**Run 1: the clock network**

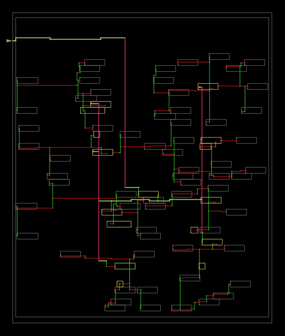
**Run 1: where the registers sit**

Other sequential cells in the stronger gray, the rest of the logic in the fainter gray.
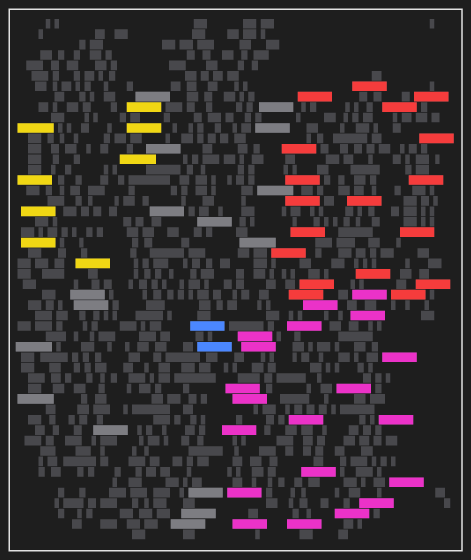
**Run 1: cells by drive strength**

Bar = 20 um.
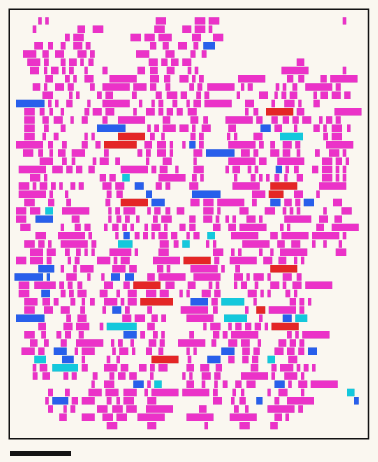
**Run 1: the metal 4 layer**

Supply wires on this layer in gray.
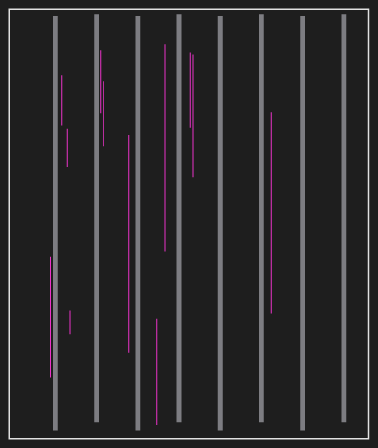
**src/rtl/game_pkg.sv**
```systemverilog
// Shared encodings for the game pipeline: keys, pages, soul opcodes, instruction fields.
// Latency: n/a (constants, types and pure functions only).
// Backpressure: n/a.
package game_pkg;

  // Keyboard codes delivered by the input decoder
  localparam logic [2:0] KEY_NONE  = 3'd0;
  localparam logic [2:0] KEY_W     = 3'd1;
  localparam logic [2:0] KEY_D     = 3'd2;
  localparam logic [2:0] KEY_S     = 3'd3;
  localparam logic [2:0] KEY_A     = 3'd4;
  localparam logic [2:0] KEY_SPACE = 3'd5;

  // Screen pages driven by the game state machine
  localparam logic [2:0] PAGE_NULL   = 3'd0;
  localparam logic [2:0] PAGE_MENU   = 3'd1;
  localparam logic [2:0] PAGE_START  = 3'd2;
  localparam logic [2:0] PAGE_DODGE  = 3'd3;
  localparam logic [2:0] PAGE_ATTACK = 3'd4;
  localparam logic [2:0] PAGE_ACTION = 3'd5;

  // Soul opcodes carried in instr[15:12]
  localparam logic [3:0] OP_NOP = 4'd0;
  localparam logic [3:0] OP_HPY = 4'd1;
  localparam logic [3:0] OP_DPY = 4'd2;
  localparam logic [3:0] OP_IDG = 4'd3;
  localparam logic [3:0] OP_SDG = 4'd4;
  localparam logic [3:0] OP_MOV = 4'd5;
  localparam logic [3:0] OP_SHP = 4'd6;

  // MOV operand directions
  localparam logic [7:0] DIR_UP    = 8'd0;
  localparam logic [7:0] DIR_LEFT  = 8'd1;
  localparam logic [7:0] DIR_DOWN  = 8'd2;
  localparam logic [7:0] DIR_RIGHT = 8'd3;

  // Instruction field boundaries
  localparam int OPC_HI = 15;
  localparam int OPC_LO = 12;
  localparam int OPD_HI = 11;
  localparam int OPD_LO = 4;
  localparam int AUX_HI = 3;
  localparam int AUX_LO = 0;

  typedef struct packed {
    logic [3:0] opc;
    logic [7:0] opd;
    logic [3:0] aux;
  } instr_t;

  // Step toward a lower bound; the compare happens before the subtract so it never wraps
  function automatic logic [9:0] step_dec(input logic [9:0] pos, input logic [9:0] lo,
                                          input logic [9:0] step);
    if ({1'b0, pos} >= ({1'b0, lo} + {1'b0, step})) return pos - step;
    else return lo;
  endfunction

  // Step toward an upper bound with an 11-bit sum so the compare cannot overflow
  function automatic logic [9:0] step_inc(input logic [9:0] pos, input logic [9:0] hi,
                                          input logic [9:0] step);
    if (({1'b0, pos} + {1'b0, step}) <= {1'b0, hi}) return pos + step;
    else return hi;
  endfunction

endpackage

```
**src/rtl/load_down_counter.sv**
```systemverilog
// Loadable down counter that parks at zero; exposes its value and a zero flag.
// Latency: load visible one cycle after the edge; otherwise decrements once per cycle.
// Backpressure: none; load always wins over the decrement.
module load_down_counter #(
  parameter int W = 8
) (
  input  logic         clk,
  input  logic         rst_n,
  input  logic         load,
  input  logic [W-1:0] load_val,
  output logic [W-1:0] value,
  output logic         zero
);

  // Load takes priority; otherwise count down until zero and hold there
  always_ff @(posedge clk or negedge rst_n) begin
    if (!rst_n) begin
      value <= '0;
    end else if (load) begin
      value <= load_val;
    end else if (value != '0) begin
      value <= value - W'(1);
    end
  end

  assign zero = (value == '0);

endmodule

```
**src/rtl/soul_executor.sv**
```systemverilog
// Executes soul opcodes: HP set/damage/heal, dodge enter/leave, rate-limited moves in the box.
// Latency: effects appear on outputs one cycle after the accept edge.
// Backpressure: instrReady is low while the post-MOV cooldown counter is nonzero.
module soul_executor
  import game_pkg::*;
#(
  parameter int MAX_HP        = 20,
  parameter int X_MIN         = 200,
  parameter int X_MAX         = 440,
  parameter int Y_MIN         = 240,
  parameter int Y_MAX         = 400,
  parameter int STEP          = 4,
  parameter int MOVE_COOLDOWN = 250000,
  parameter int INV_CYCLES    = 1000000
) (
  input  logic        clk,
  input  logic        rst_n,
  input  logic [15:0] instr,
  input  logic        instrValid,
  output logic        instrReady,
  output logic [9:0]  posX,
  output logic [9:0]  posY,
  output logic [7:0]  hp,
  output logic        isDeath,
  output logic        invincible,
  output logic        dodging
);

  localparam int CD_W  = $clog2(MOVE_COOLDOWN + 1);
  localparam int INV_W = $clog2(INV_CYCLES + 1);

  localparam logic [7:0] HP_MAX = 8'(MAX_HP);
  localparam logic [9:0] XLO    = 10'(X_MIN);
  localparam logic [9:0] XHI    = 10'(X_MAX);
  localparam logic [9:0] YLO    = 10'(Y_MIN);
  localparam logic [9:0] YHI    = 10'(Y_MAX);
  localparam logic [9:0] XC     = 10'((X_MIN + X_MAX) / 2);
  localparam logic [9:0] YC     = 10'((Y_MIN + Y_MAX) / 2);
  localparam logic [9:0] STP    = 10'(STEP);

  localparam logic [CD_W-1:0]  CD_LOAD  = CD_W'(MOVE_COOLDOWN);
  localparam logic [INV_W-1:0] INV_LOAD = INV_W'(INV_CYCLES);

  localparam logic [1:0] ST_IDLE  = 2'd0;
  localparam logic [1:0] ST_DODGE = 2'd1;
  localparam logic [1:0] ST_DEAD  = 2'd2;

  instr_t            ins;
  logic              accept;
  logic [1:0]        st, st_n;
  logic [7:0]        hp_n;
  logic [9:0]        x_n, y_n;
  logic [8:0]        heal_sum;
  logic              cd_load, cd_zero;
  logic [CD_W-1:0]   cd_val;
  logic              inv_load, inv_zero;
  logic [INV_W-1:0]  inv_ld_val, inv_val;

  assign ins    = instr_t'(instr);
  assign accept = instrValid & instrReady;

  // Decode the accepted opcode against the current state into next-state values
  always_comb begin
    st_n       = st;
    hp_n       = hp;
    x_n        = posX;
    y_n        = posY;
    heal_sum   = {1'b0, hp} + {1'b0, ins.opd};
    cd_load    = 1'b0;
    inv_load   = 1'b0;
    inv_ld_val = '0;
    if (accept) begin
      case (ins.opc)
        OP_HPY: begin
          hp_n = (ins.opd > HP_MAX) ? HP_MAX : ins.opd;
          if (hp_n == 8'd0)      st_n = ST_DEAD;
          else if (st == ST_DEAD) st_n = ST_IDLE;
        end
        OP_DPY: begin
          // A hit landing while the timer is still running (pre-edge value) is absorbed
          if (st != ST_DEAD && invincible == 1'b0) begin
            hp_n       = (ins.opd >= hp) ? 8'd0 : hp - ins.opd;
            inv_load   = 1'b1;
            inv_ld_val = INV_LOAD;
            if (hp_n == 8'd0) st_n = ST_DEAD;
          end
        end
        OP_IDG: begin
          if (st != ST_DEAD) begin
            st_n       = ST_DODGE;
            x_n        = XC;
            y_n        = YC;
            inv_load   = 1'b1;
            inv_ld_val = '0;
          end
        end
        OP_SDG: begin
          if (st == ST_DODGE) st_n = ST_IDLE;
        end
        OP_MOV: begin
          // Any MOV in DODGE arms the cooldown, even an unknown direction
          if (st == ST_DODGE) begin
            cd_load = 1'b1;
            case (ins.opd)
              DIR_UP:    y_n = step_dec(posY, YLO, STP);
              DIR_LEFT:  x_n = step_dec(posX, XLO, STP);
              DIR_DOWN:  y_n = step_inc(posY, YHI, STP);
              DIR_RIGHT: x_n = step_inc(posX, XHI, STP);
              default: ;
            endcase
          end
        end
        OP_SHP: begin
          if (st != ST_DEAD) hp_n = (heal_sum > {1'b0, HP_MAX}) ? HP_MAX : heal_sum[7:0];
        end
        default: ;
      endcase
    end
  end

  // Architectural state: FSM, HP and position
  always_ff @(posedge clk or negedge rst_n) begin
    if (!rst_n) begin
      st   <= ST_IDLE;
      hp   <= HP_MAX;
      posX <= XC;
      posY <= YC;
    end else begin
      st   <= st_n;
      hp   <= hp_n;
      posX <= x_n;
      posY <= y_n;
    end
  end

  load_down_counter #(.W(CD_W)) u_cooldown (
    .clk      (clk),
    .rst_n    (rst_n),
    .load     (cd_load),
    .load_val (CD_LOAD),
    .value    (cd_val),
    .zero     (cd_zero)
  );

  load_down_counter #(.W(INV_W)) u_invincible (
    .clk      (clk),
    .rst_n    (rst_n),
    .load     (inv_load),
    .load_val (inv_ld_val),
    .value    (inv_val),
    .zero     (inv_zero)
  );

  assign instrReady = cd_zero;
  assign invincible = ~inv_zero;
  assign isDeath    = (st == ST_DEAD);
  assign dodging    = (st == ST_DODGE);

endmodule

```
**config.mk**
```make
export PLATFORM = sky130hd
export DESIGN_NAME = soul_executor
export DESIGN_NICKNAME = d
export VERILOG_FILES = /design/src/rtl/game_pkg.sv /design/src/rtl/load_down_counter.sv /design/src/rtl/soul_executor.sv
export SDC_FILE = /design/constraint.sdc
export NUM_CORES = 1
export LEC_CHECK = 0
export CAP_MARGIN = 30
export CELL_PAD_IN_SITES_DETAIL_PLACEMENT = 1
export CELL_PAD_IN_SITES_GLOBAL_PLACEMENT = 1
export CORE_ASPECT_RATIO = 1.2
export CORE_MARGIN = 1
export CORE_UTILIZATION = 36
export CTS_CLUSTER_SIZE = 14
export DETAILED_ROUTE_END_ITERATION = 6
export PLACE_DENSITY_LB_ADDON = 0.2
export SKIP_CTS_REPAIR_TIMING = 1
export SYNTH_ARGS = -nofsm -noshare
export SYNTH_HDL_FRONTEND = slang
export SYNTH_HIERARCHICAL = 1
export SYNTH_SLANG_ARGS = --single-unit
export TNS_END_PERCENT = 30
```
**constraint.sdc**
```tcl
create_clock -name clk -period 8.1 [get_ports clk]
set_input_delay 1.215 -clock clk [delete_from_list [all_inputs] [get_ports clk]]
set_output_delay 1.215 -clock clk [all_outputs]
set_load 0.01 [all_outputs]
```
==> out/qor.yml, run 1 <==
final_max_slew_viol_count: 0
cpMaxStageDelayCell: "nor2_2"
grtUsageMet1_pct: 25.4
fill_cells: 1937
worstPathBufferInverterCount: 3
synth_cells: 709
place_ws_ns: 3.53
area_growth_pct: 16.5
outcome: "completed"
crit_family: "simple AND/OR/NAND/NOR gates"
cts_root_buf: "clkbuf_16"
ir_worst_vdd_mv: 0.0999
clkCellAreaFrac_pct: 4.90
comb_cells: 587
setup_slack_ns: 3.61
num-nonclk-buffers: 46
grt_pass1_wl_um: 29000
worst_setup_path_end_kind: "primary output"
grt_pass1_vias: 5958
p_sw_w: 0.000200
antenna_found_initial: 0
Back to the opening pictures, 'the clock network':
clock buf count: 10
clock buffers created by TritonCTS: 9
clk_skew: 0.0102 ns

Back to the opening pictures, 'where the registers sit':
[red] u_cooldown/value | flops: 18
[magenta] u_invincible/value | flops: 20
[blue] st | flops: 2
[yellow] posY | flops: 8
not colored: 16

Back to the opening pictures, 'cells by drive strength':
[blue] _2 cells | cells: 36 | share: 4.7%
[magenta] _0 and _1 cells | cells: 697 | share: 92%
[cyan] _3 and _4 cells | cells: 15 | share: 2.0%
[red] _6 and larger | cells: 13 | share: 1.7%

Back to the opening pictures, 'the metal 4 layer':
share of all routed wire: 2.5%
main direction: vertical

run 1: cells by family (layout without fill, tap and decap cells):
logic type	count (synthesis)	after routing	share of synthesized area (%)
adder cells (fa/ha/maj)	29	29	6.52
flip-flops	64	64	27.8
buffers and inverters	91	110	6.76
AND/OR/NAND/NOR	277	277	27.2
AND-OR/OR-AND	212	212	26.3
multiplexers	6	6	1.08
XOR/XNOR	28	28	4.23
other	2	35	0.130
run 1: cells in the final DEF (no fill, tap or decap), drive strengths merged, types with 10 or more instances in the layout:
cell           count
a21oi             41
clkbuf            10
clkdlybuf4s50     41
conb              35
dfrtp             58
ha                27
inv               47
nand2             56
nand3             27
nand4             19
nor2              54
nor2b             13
nor3              32
nor4              13
o211ai            10
o21ai             45
o31ai             21
or3               10
xnor2             13
xor2              15
run 1: power by group through the flow:
stage	clock [W]	sequential, W	combinational, W
after global placement	0	0.000326	0.0000552
after global routing	0.000464	0.000320	0.0000640
after CTS	0.000452	0.000320	0.0000572
after floorplan	0	0.000326	0.0000350
after detailed placement	0	0.000326	0.0000570
final	0.000442	0.000320	0.0000573
run 1: state kept, by name, summed over array words and instances (netlist names):
signal              flops
st                      2
u_cooldown/value       18
posX                    8
u_invincible/value     20
posY                    8
hp                      8
run 1: metrics by stage:
stage / total power, W / area [sq um] / cells / hold WS (ns) / utilization, %
floorplan: 0.000361 / 5920 / 742 / 0.515 / -
global placement: 0.000381 / 6420 / 953 / 0.548 / 41.0
detailed placement: 0.000383 / 6420 / 953 / 0.543 / 41.0
CTS: 0.000829 / 6750 / 969 / 0.559 / 43.1
global route: 0.000848 / 6750 / 969 / 0.566 / 43.1
finish: 0.000819 / 6750 / 969 / 0.558 / 43.1
**Run 1: clock wires, drivers and flops**

Bar = 20 um.
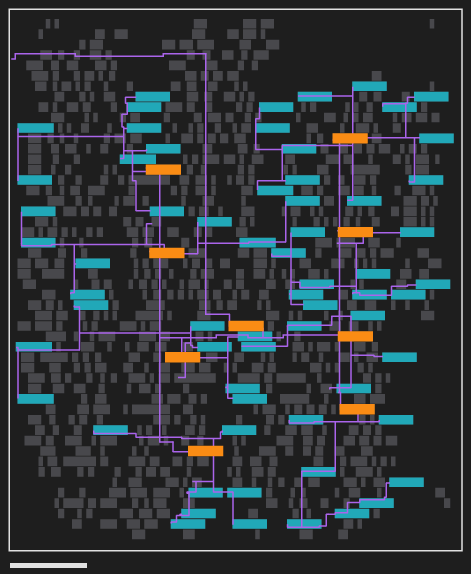

## Run 2: what changed since run 1
Clock period 8.1 ns to 3.6 ns, I/O delays scaled along.
**Run 2: clock wires, drivers and flops**

Bar = 20 um.
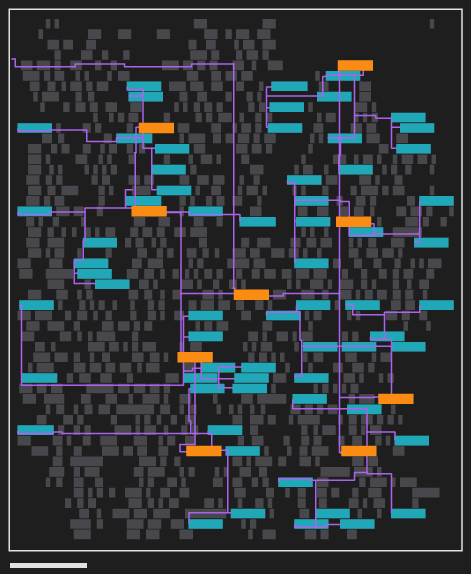
[cyan] flip-flops | count: 64
[orange] clock drivers | count: 9
[purple] clock wires | length: 1,200 um
routed clock nets: 10
flops lie: spread over the die

==> run 2 against run 1 <==
Effect of this change:
- flip-flop count did not move
- core utilization rose by 1.6 points
- clock power rose by 110%
- clock skew shrank 0.0037 ns
- highest routed layer unchanged
- global-route usage grew 0.75 points
- critical path depth rose by 3
- count of clock-buffer cells in the layout up 3
- largest cell class unchanged
==> out/qor.yml, run 2 <==
whs_ns: 0.0287  # -0.530 ns
grt_pass1_wl_um: 29400  # +1.1%
report.power.total_w: 0.00178  # +120%
power_sequential_w: 0.000720  # +130%
fill_cells: 1950  # +0.67%
grtUsageMet1_pct: 27.1  # +1.7 points
cts_root_buf: "clkbuf_16"
area_growth_pct: 20.7
final_max_slew_viol_count: 0  # unchanged
top_cell_area_share_pct: 25.1
largest_reg_flops: 20  # unchanged
largestRegisters: "u_invincible/value (20), u_cooldown/value (18)"
met3_usage_pct: 2.39
ir_worst_vdd_mv: 0.198  # +98%
regMostFlops: "u_invincible/value"
crit_family: "simple AND/OR/NAND/NOR gates"
p_sw_w: 0.000430  # +120%
power-top-group: "the clock network"
outcome: "completed"
lay_top_count: "dfrtp_1"
skew_ns: 0.00647  # -0.00369 ns
final_cell_mix: "dfrtp_1, nand2_1, nor2_1"
p_clk_w: 0.000914  # +110%
p_comb_w: 0.000147  # +160%
drc: 0
antenna_found_initial: 0  # unchanged
die-area_sq_um: 16600
tns_ns: 0
worstPathBufferInverterCount: 2  # -1
total_leakage_power_nw: 2.73
**Run 2: where the registers sit**

Other sequential cells in the stronger gray, the rest of the logic in the fainter gray.
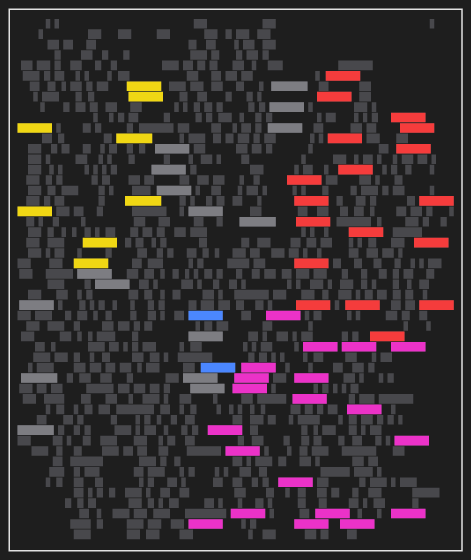
[yellow] posY | flops: 8
[magenta] u_invincible/value | flops: 20
[blue] st | flops: 2
[red] u_cooldown/value | flops: 18
not colored: 16

run 2: cell counts after synthesis:
No cell type changed its count.
run 2: worst reg2reg max path, delay by kind of cell (launching register included):
| family | cells | cell delay (ns) |
|---|---|---|
| buffers and inverters | 2 | 0.51 |
| DFF | 1 | 0.43 |
| and+or+nand+nor | 7 | 1.66 |
| AOI/OAI and AO/OA | 2 | 0.25 |
run 2: cell families (layout without fill, tap and decap cells):
group | after synthesis | after routing | share of synthesized area (%)
compound gates | 212 | 212 | 26.3
xor+xnor | 28 | 28 | 4.23
fa+ha+maj | 29 | 29 | 6.52
buf+inv | 91 | 145 | 6.76
flops | 64 | 64 | 27.8
mux | 6 | 6 | 1.08
other cells | 2 | 35 | 0.130
simple gates | 277 | 277 | 27.2
run 2: final cells by class:
type                       count  area (sq um)  area share (%)
sequential                    64          1610            23.0
timing repair buffer          81           718            10.3
tap                          208           260            3.72
clock inverter                 3          40.0           0.573
clock buffer                  13           260            3.72
multi-input combinational    587          3920            56.1
inverter                      48           180            2.58
run 2: metrics by stage:
| stage | util, % | instances | area [sq um] | setup slack [ns] |
|---|---|---|---|---|
| global route | 44.7 | 1004 | 6990 | 0.268 |
| detailed placement | 42.8 | 988 | 6690 | 0.0870 |
| floorplan | - | 742 | 5920 | 0.499 |
| CTS | 44.7 | 1004 | 6990 | 0.431 |
| finish | 44.7 | 1004 | 6990 | 0.433 |
| global placement | 42.6 | 986 | 6660 | 0.153 |
run 2: worst paths after layout:
kind                            slack [ns]                      to
worst max-delay path                  0.43                   st[0]
max in group asynchronous             2.77                 posY[6]
min in group clk                      0.55                   hp[2]
worst min register to register        0.55                   hp[2]
worst max register to register        0.66  u_invincible/value[19]
worst min-delay path                  0.03   u_invincible/value[1]
**Run 2: the clock network**

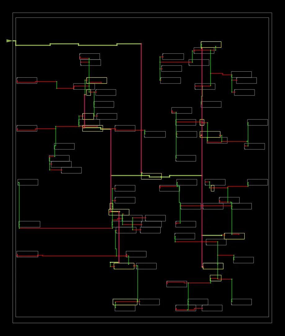

## Run 3: what changed since run 2
Settings changed: CTS_BUF_LIST set to sky130_fd_sc_hd__clkbuf_2.
**Run 3: the clock network**

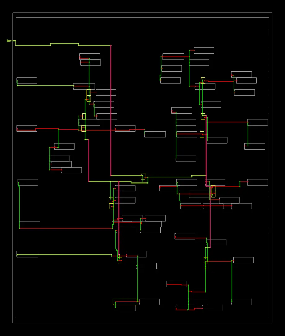
CTS sink count: 64
Clock net power: 0.000445 W

**Run 3: where the registers sit**

Other sequential cells in the stronger gray, the rest of the logic in the fainter gray.
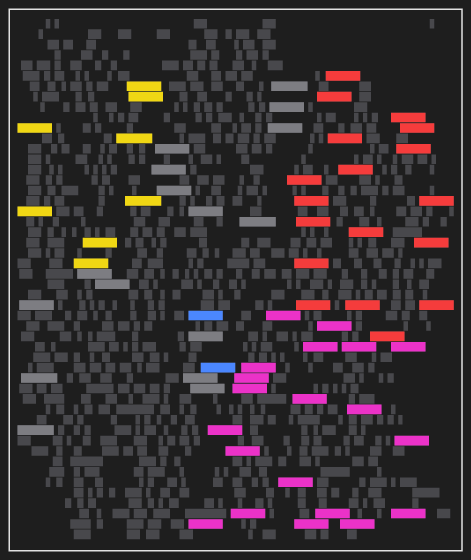
[magenta] u_invincible/value | flops: 20
[blue] st | flops: 2
[red] u_cooldown/value | flops: 18
[yellow] posY | flops: 8
not colored: 16

==> run 3 against run 2 <==
Effect of this change:
- clock power down 51%
- fmax down 1.4%
- flip-flop count unchanged
- power down 26%
- sequential power about the same
- global-route usage down 0.35 points
- non-clock buffer count up 1
- highest routed layer unchanged
- routed wire length down 1.4%
- register-to-register slack about the same
==> out/qor.yml, run 3 <==
openroad.warnings: 45
critPathKind: "flop to primary output"
comb_area_share_pct: 57.6  # +1.5 points
worst_r2r_endpoint: "u_invincible/value[19]"
io_pins: 51
seqCellArea_sq_um: 1610  # unchanged
taps: 208  # unchanged
largest_area_cell: "dfrtp_1"
fin_crit_ns: 3.21
synthTopCellsByCount: "dfrtp_1, nand2_1, nor2_1, inv_1, o21ai_0"
comb_area_sq_um: 3920  # unchanged
antenna_found_initial: 1  # +1
synth_area_sq_um: 5790
r2r_slack_ns: 0.66  # about the same
met3_usage_pct: 2.39  # unchanged
lay_top_count: "dfrtp_1"
gp_congestion: 0.872
grt_pass1_wl_um: 29000  # -1.2%
top_area_cell_class: "combinational gates"
outcome: "completed"
tns_ns: 0  # unchanged
sh_seq_area_pct: 23.6  # +0.63 points
num-clock-buffers: 11  # -2
total_leakage_power_nw: 2.66  # -2.7%
area_growth_pct: 17.5
fill_cells: 1971  # +1.1%
fp.dieW_um: 118
final_core_util_pct: 43.5  # -1.2 points
flops: 64  # unchanged
skew_ns: 0.0299  # +0.0234 ns
largest_reg_flops: 20  # unchanged
clkCellAreaFrac_pct: 1.51  # -2.8 points
final_cell_mix: "dfrtp_1, nand2_1, nor2_1"
largestRegisters: "u_invincible/value (20), u_cooldown/value (18)"
drc: 0  # unchanged
final_max_slew_viol_count: 0  # unchanged
die-area_sq_um: 16600  # unchanged
cts_root_buf: "clkbuf_2"
nets: 840
whs_ns: 0.340  # +0.311 ns
top_cell_area_share_pct: 25.1  # unchanged
nNonClkInverters: 48  # unchanged
grtUsageMet1_pct: 27.3  # +0.14 points
report.power.total_w: 0.00131  # -26%
regMostFlops: "u_invincible/value"
area_share_nonclk_buffers_pct: 10.7  # +0.43 points
comb_cells: 587  # unchanged
ir_worst_vdd_mv: 0.112  # -44%
ys_seq_share_pct: 27.8
num-nonclk-buffers: 82  # +1.2%
[run 3: cell counts after synthesis]
No cell type changed its count.
[run 3: power breakdown]
| part | switching (W) | internal, W |
|---|---|---|
| logic | 0.0000879 | 0.0000589 |
| clock network | 0.000286 | 0.000159 |
| registers | 0 | 0.000720 |
| total | 0.000374 | 0.000939 |
[run 3: worst max-delay path, stage by stage, from the launching register on]
cell and delay, ns:
dfrtp_1 0.48, inv_1 0.11, ha_1 0.15, nor4b_1 0.42, nand4_2 0.19, nor2_2 0.18
inv_1 0.08, clkdlybuf4s50_1 0.52
[run 3: cells by family (layout without fill, tap and decap cells)]
kind of cell | Yosys count | count (layout) | synth area share, %
XOR/XNOR | 28 | 28 | 4.23
multiplexers | 6 | 6 | 1.08
flip-flops | 64 | 64 | 27.8
buffers and inverters | 91 | 146 | 6.76
AND/OR/NAND/NOR | 277 | 277 | 27.2
other | 2 | 36 | 0.130
adder cells (fa/ha/maj) | 29 | 29 | 6.52
AND-OR/OR-AND | 212 | 212 | 26.3
[run 3: how the worst max path moves through the flow]
stage	start	end	cells after the start
global route	u_invincible/value[0]	invincible	7
floorplan	u_cooldown/value[16]	u_invincible/value[1]	10
CTS	u_invincible/value[0]	invincible	7
global placement	instr[4]	st[0]	10
detailed placement	instr[4]	st[0]	10
finish	u_invincible/value[0]	invincible	7
[run 3: metrics by stage]
step	area (sq um)	setup WS, ns	std cells
after floorplan	5920	0.499	742
after global placement	6660	0.153	986
after detailed placement	6690	0.0870	988
after CTS	6790	0.320	1004
after global routing	6800	0.213	1006
final	6800	0.387	1006
Power is estimated from default activity; no workload was simulated.
